### config.mk
export PLATFORM = sky130hd
export DESIGN_NAME = uart_rx_loader
export DESIGN_NICKNAME = d
export VERILOG_FILES = /design/src/rtl/uart_rx_loader.sv
export SDC_FILE = /design/constraint.sdc
export NUM_CORES = 1
export LEC_CHECK = 0
export CELL_PAD_IN_SITES_DETAIL_PLACEMENT = 0
export CELL_PAD_IN_SITES_GLOBAL_PLACEMENT = 1
export CORE_MARGIN = 5
export CORE_UTILIZATION = 50
export CTS_CLUSTER_DIAMETER = 60
export DETAILED_ROUTE_END_ITERATION = 6
export GPL_TIMING_DRIVEN = 0
export PLACE_DENSITY = 0.83
export SYNTH_ARGS = -nofsm -noshare
export SYNTH_HDL_FRONTEND = slang
export SYNTH_SLANG_ARGS = --single-unit
### constraint.sdc
create_clock -name clk -period 3.9 [get_ports clk]
set_clock_uncertainty 0.05 [all_clocks]
set_input_delay 0.78 -clock clk [delete_from_list [all_inputs] [get_ports clk]]
set_output_delay 0.78 -clock clk [all_outputs]
set_load 0.005 [all_outputs]
### src/rtl/uart_rx_loader.sv
// Serial boot loader: receives 8N1 bytes and writes framed 16-bit words into BSRAM.
// Frame: 0xA5, word count (0 = 256), lo/hi byte pairs, then an 8-bit additive checksum.
module uart_rx_loader #(
  parameter int CLKS_PER_BIT = 234,
  parameter int TIMEOUT_CLKS = 2_700_000
) (
  input  logic        clk,
  input  logic        rst_n,
  input  logic        uart_rx,
  output logic [10:0] mem_ad,
  output logic [15:0] mem_din,
  output logic        mem_wre,
  output logic        busy,
  output logic        done,
  output logic        error
);

  localparam int CW = $clog2(CLKS_PER_BIT + 1);
  localparam int TW = $clog2(TIMEOUT_CLKS + 1);
  localparam logic [CW-1:0] HALF_LAST = CW'(CLKS_PER_BIT / 2 - 1);
  localparam logic [CW-1:0] BIT_LAST  = CW'(CLKS_PER_BIT - 1);
  localparam logic [TW-1:0] TMO_LAST  = TW'(TIMEOUT_CLKS - 1);

  typedef enum logic [1:0] {R_IDLE, R_START, R_DATA, R_STOP} rx_state_e;
  typedef enum logic [2:0] {L_IDLE, L_COUNT, L_LO, L_HI, L_WRITE, L_SUM} ld_state_e;

  // sync_q[1] is the synchronized line; sync_q[2] is its previous value for edge detection.
  logic [2:0] sync_q, sync_d;
  logic       rx_s, rx_fall;

  rx_state_e  r_state_q, r_state_d;
  logic [CW-1:0] clk_cnt_q, clk_cnt_d;
  logic [2:0] bit_cnt_q, bit_cnt_d;
  logic [7:0] shift_q, shift_d;
  logic       byte_valid_q, byte_valid_d;
  logic       frame_err_q, frame_err_d;

  ld_state_e  l_state_q, l_state_d;
  logic [10:0] addr_q, addr_d;
  logic [8:0] remain_q, remain_d;
  logic [7:0] lo_q, lo_d;
  logic [7:0] sum_q, sum_d;
  logic [TW-1:0] tmo_q, tmo_d;
  logic [10:0] mem_ad_q, mem_ad_d;
  logic [15:0] mem_din_q, mem_din_d;
  logic       mem_wre_q, mem_wre_d;
  logic       busy_q, busy_d;
  logic       done_q, done_d;
  logic       error_q, error_d;

  assign rx_s    = sync_q[1];
  assign rx_fall = sync_q[2] & ~sync_q[1];

  always_comb begin
    sync_d = {sync_q[1:0], uart_rx};
  end

  always_comb begin
    r_state_d    = r_state_q;
    clk_cnt_d    = clk_cnt_q;
    bit_cnt_d    = bit_cnt_q;
    shift_d      = shift_q;
    byte_valid_d = 1'b0;
    frame_err_d  = 1'b0;
    case (r_state_q)
      R_IDLE: begin
        if (rx_fall) begin
          r_state_d = R_START;
          clk_cnt_d = '0;
          bit_cnt_d = '0;
        end
      end
      R_START: begin
        if (clk_cnt_q == HALF_LAST) begin
          clk_cnt_d = '0;
          r_state_d = rx_s ? R_IDLE : R_DATA;
        end else begin
          clk_cnt_d = clk_cnt_q + CW'(1);
        end
      end
      R_DATA: begin
        if (clk_cnt_q == BIT_LAST) begin
          clk_cnt_d = '0;
          shift_d   = {rx_s, shift_q[7:1]};
          bit_cnt_d = bit_cnt_q + 3'd1;
          if (bit_cnt_q == 3'd7) r_state_d = R_STOP;
        end else begin
          clk_cnt_d = clk_cnt_q + CW'(1);
        end
      end
      R_STOP: begin
        if (clk_cnt_q == BIT_LAST) begin
          clk_cnt_d    = '0;
          byte_valid_d = rx_s;
          frame_err_d  = ~rx_s;
          r_state_d    = R_IDLE;
        end else begin
          clk_cnt_d = clk_cnt_q + CW'(1);
        end
      end
      default: r_state_d = R_IDLE;
    endcase
  end

  always_comb begin
    l_state_d = l_state_q;
    addr_d    = addr_q;
    remain_d  = remain_q;
    lo_d      = lo_q;
    sum_d     = sum_q;
    tmo_d     = '0;
    mem_ad_d  = mem_ad_q;
    mem_din_d = mem_din_q;
    mem_wre_d = 1'b0;
    busy_d    = busy_q;
    done_d    = 1'b0;
    error_d   = error_q;
    if (l_state_q != L_IDLE && !byte_valid_q) tmo_d = tmo_q + TW'(1);
    case (l_state_q)
      L_IDLE: begin
        if (byte_valid_q && shift_q == 8'hA5) begin
          l_state_d = L_COUNT;
          busy_d    = 1'b1;
          error_d   = 1'b0;
          addr_d    = '0;
          sum_d     = '0;
        end
      end
      L_COUNT: begin
        if (byte_valid_q) begin
          remain_d  = (shift_q == 8'd0) ? 9'd256 : {1'b0, shift_q};
          l_state_d = L_LO;
        end
      end
      L_LO: begin
        if (byte_valid_q) begin
          lo_d      = shift_q;
          sum_d     = sum_q + shift_q;
          l_state_d = L_HI;
        end
      end
      L_HI: begin
        // Write strobe is registered here so it is high exactly while in L_WRITE.
        if (byte_valid_q) begin
          sum_d     = sum_q + shift_q;
          mem_wre_d = 1'b1;
          mem_din_d = {shift_q, lo_q};
          mem_ad_d  = addr_q;
          l_state_d = L_WRITE;
        end
      end
      L_WRITE: begin
        addr_d    = addr_q + 11'd1;
        remain_d  = remain_q - 9'd1;
        l_state_d = (remain_q == 9'd1) ? L_SUM : L_LO;
      end
      L_SUM: begin
        if (byte_valid_q) begin
          done_d    = (shift_q == sum_q);
          error_d   = (shift_q != sum_q);
          busy_d    = 1'b0;
          l_state_d = L_IDLE;
        end
      end
      default: l_state_d = L_IDLE;
    endcase
    if (l_state_q != L_IDLE && (frame_err_q || tmo_q == TMO_LAST)) begin
      l_state_d = L_IDLE;
      busy_d    = 1'b0;
      error_d   = 1'b1;
      done_d    = 1'b0;
      mem_wre_d = 1'b0;
    end
  end

  always_ff @(posedge clk or negedge rst_n) begin
    if (!rst_n) begin
      sync_q       <= 3'b111;
      r_state_q    <= R_IDLE;
      clk_cnt_q    <= '0;
      bit_cnt_q    <= '0;
      shift_q      <= '0;
      byte_valid_q <= 1'b0;
      frame_err_q  <= 1'b0;
      l_state_q    <= L_IDLE;
      addr_q       <= '0;
      remain_q     <= '0;
      lo_q         <= '0;
      sum_q        <= '0;
      tmo_q        <= '0;
      mem_ad_q     <= '0;
      mem_din_q    <= '0;
      mem_wre_q    <= 1'b0;
      busy_q       <= 1'b0;
      done_q       <= 1'b0;
      error_q      <= 1'b0;
    end else begin
      sync_q       <= sync_d;
      r_state_q    <= r_state_d;
      clk_cnt_q    <= clk_cnt_d;
      bit_cnt_q    <= bit_cnt_d;
      shift_q      <= shift_d;
      byte_valid_q <= byte_valid_d;
      frame_err_q  <= frame_err_d;
      l_state_q    <= l_state_d;
      addr_q       <= addr_d;
      remain_q     <= remain_d;
      lo_q         <= lo_d;
      sum_q        <= sum_d;
      tmo_q        <= tmo_d;
      mem_ad_q     <= mem_ad_d;
      mem_din_q    <= mem_din_d;
      mem_wre_q    <= mem_wre_d;
      busy_q       <= busy_d;
      done_q       <= done_d;
      error_q      <= error_d;
    end
  end

  assign mem_ad  = mem_ad_q;
  assign mem_din = mem_din_q;
  assign mem_wre = mem_wre_q;
  assign busy    = busy_q;
  assign done    = done_q;
  assign error   = error_q;

endmodule

==> notes.md <==
Physical implementation

The cell area that synthesis handed to floorplanning was 0.00556 mm2. The chip occupies 0.0133 mm2. Detailed routing inserted a total of 4076 vias. The chip area estimate from yosys synthesis is 0.00556 mm2. Summed over all nets, the switching power comes to 0.722 mW. The fraction of area in non-clock buffers is 6.54%.

The layout net count is 589. The slew at the pin with the worst max-slew slack is between 0.9 and 1 ns. The flow ran to the end, and the final reports show no timing, DRC or antenna violations. The master of the slowest instance on the critical path is dfrtp_1. The termination of the worst setup path is sum_q[6].

The power drawn by the combinational cells is 0.198 mW. The worst register-to-register path has a setup slack of roughly 1.6 ns. The register with the most flip-flops in the layout has 22 of them. The top routing layer in use is met4. The power group with the largest share is clock.

The finished layout reports a core utilization of 61.5%. The die is ~120 um tall. The number of core rows is 38. The fraction of registers with async set/reset is 100%. The number of nets handed over by synthesis was 536. Net switching is 23.6% of the power.

Along the worst path, the maximum fanout reaches 8. On the worst path, the slowest cell contributes a delay of between 0.5 and 0.6 ns. STA classifies the critical path endpoint as a flop.

The total of cells resized after clock tree synthesis is 0. Yosys attributes the largest share of cell area to dfrtp_1 (52%), mux2_2 (8.3%), ha_1 (3.6%). Per the placement log, port buffering inserted 33 buffers. The area occupied by registers is 0.00296 mm2. TritonCTS built the clock tree. After synthesis, the largest family of logic cells by area is simple AND/OR/NAND/NOR gates.

Combinational logic is responsible for 6.5% of the overall power. The worst path in the final design needs a cycle of 2.30 ns, including I/O delays and setup. The region available for standard cell placement spans 0.0109 mm2. The critical path goes through ha_1 > inv_1 > fa_1 > nor2b_1 > o21ai_0 > a21boi_0 > o21a_1 > nor3_1 > o31ai_1. In this run the worst hold path is classified as in2async.
==> placed cells by master (no fill, tap or decap), drive strengths merged, types with 2 or more instances in the layout <==
| cell type | synthesis | final |
|---|---|---|
| nand4 | 11 | 11 |
| nor4 | 4 | 4 |
| or4bb | 2 | 2 |
| nor3b | 3 | 3 |
| o31ai | 9 | 9 |
| a211oi | 2 | 2 |
| clkinvlp | 0 | 5 |
| a31oi | 5 | 5 |
| dfstp | 3 | 3 |
| a21o | 2 | 2 |
| and2 | 3 | 3 |
| clkdlybuf4s50 | 0 | 32 |
| mux2i | 2 | 2 |
| a21oi | 13 | 13 |
| bufinv | 0 | 3 |
| a22oi | 2 | 2 |
| buf | 9 | 11 |
| dfrtp | 115 | 115 |
| clkbuf | 8 | 29 |
| inv | 17 | 17 |
| o211ai | 6 | 6 |
| and3 | 9 | 9 |
| xnor2 | 10 | 10 |
| nand3 | 30 | 30 |
| nand2b | 4 | 4 |
| o21ai | 39 | 39 |
| nand2 | 41 | 41 |
| clkinv | 1 | 4 |
| nor2b | 4 | 4 |
| ha | 16 | 16 |
| xor2 | 16 | 16 |
| and4 | 4 | 4 |
| nor2 | 52 | 52 |
| o21a | 2 | 2 |
| a311oi | 2 | 2 |
| nor3 | 14 | 14 |
| mux2 | 41 | 41 |
==> stage by stage <==
stage               total power [mW]  setup WS, ns  cell area [um2]
finish                          3.06          1.60             6700
CTS                             3.08          1.57             6700
floorplan                       1.44          1.97             5560
global placement                1.50         -2.55             6070
global route                    3.17          1.42             6700
detailed placement              1.51          1.61             6100
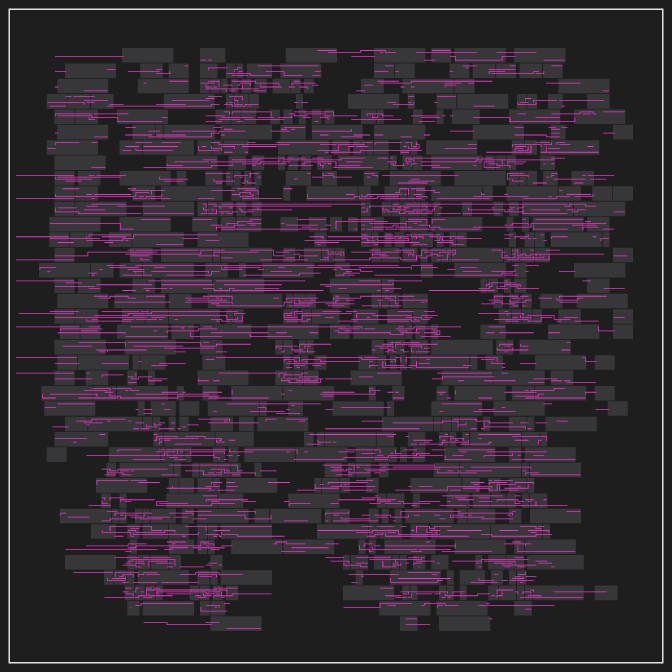
(the metal 1 layer)
nets with wire on the layer = 546
main direction = horizontal

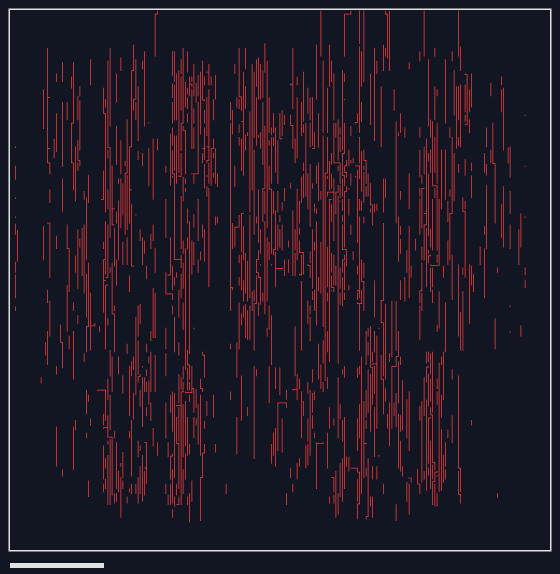
(M2 wires)
The bar under the picture is 20 um long.
wire length on this layer = 5610 um
main direction = vertical
share of all routed wire = 48%
longest straight run = 44.4 um

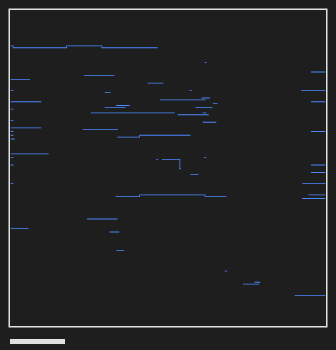
(met3 routing)
The bar under the picture is 20 um long.
wire length on this layer = 398 um
share of all routed wire = 3.4%
nets with wire on the layer = 42

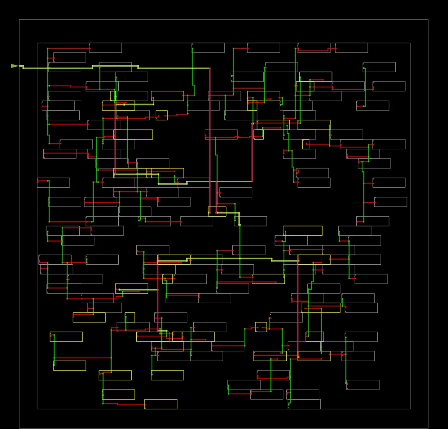
(clock nets)
clock network power: 1.57 mW
final sequential cell count: 118
clock buffers created by TritonCTS: 17
clock buf count: 21
# clock sinks: 118

Power figures rest on the tool's default switching activity, not on a simulated workload.
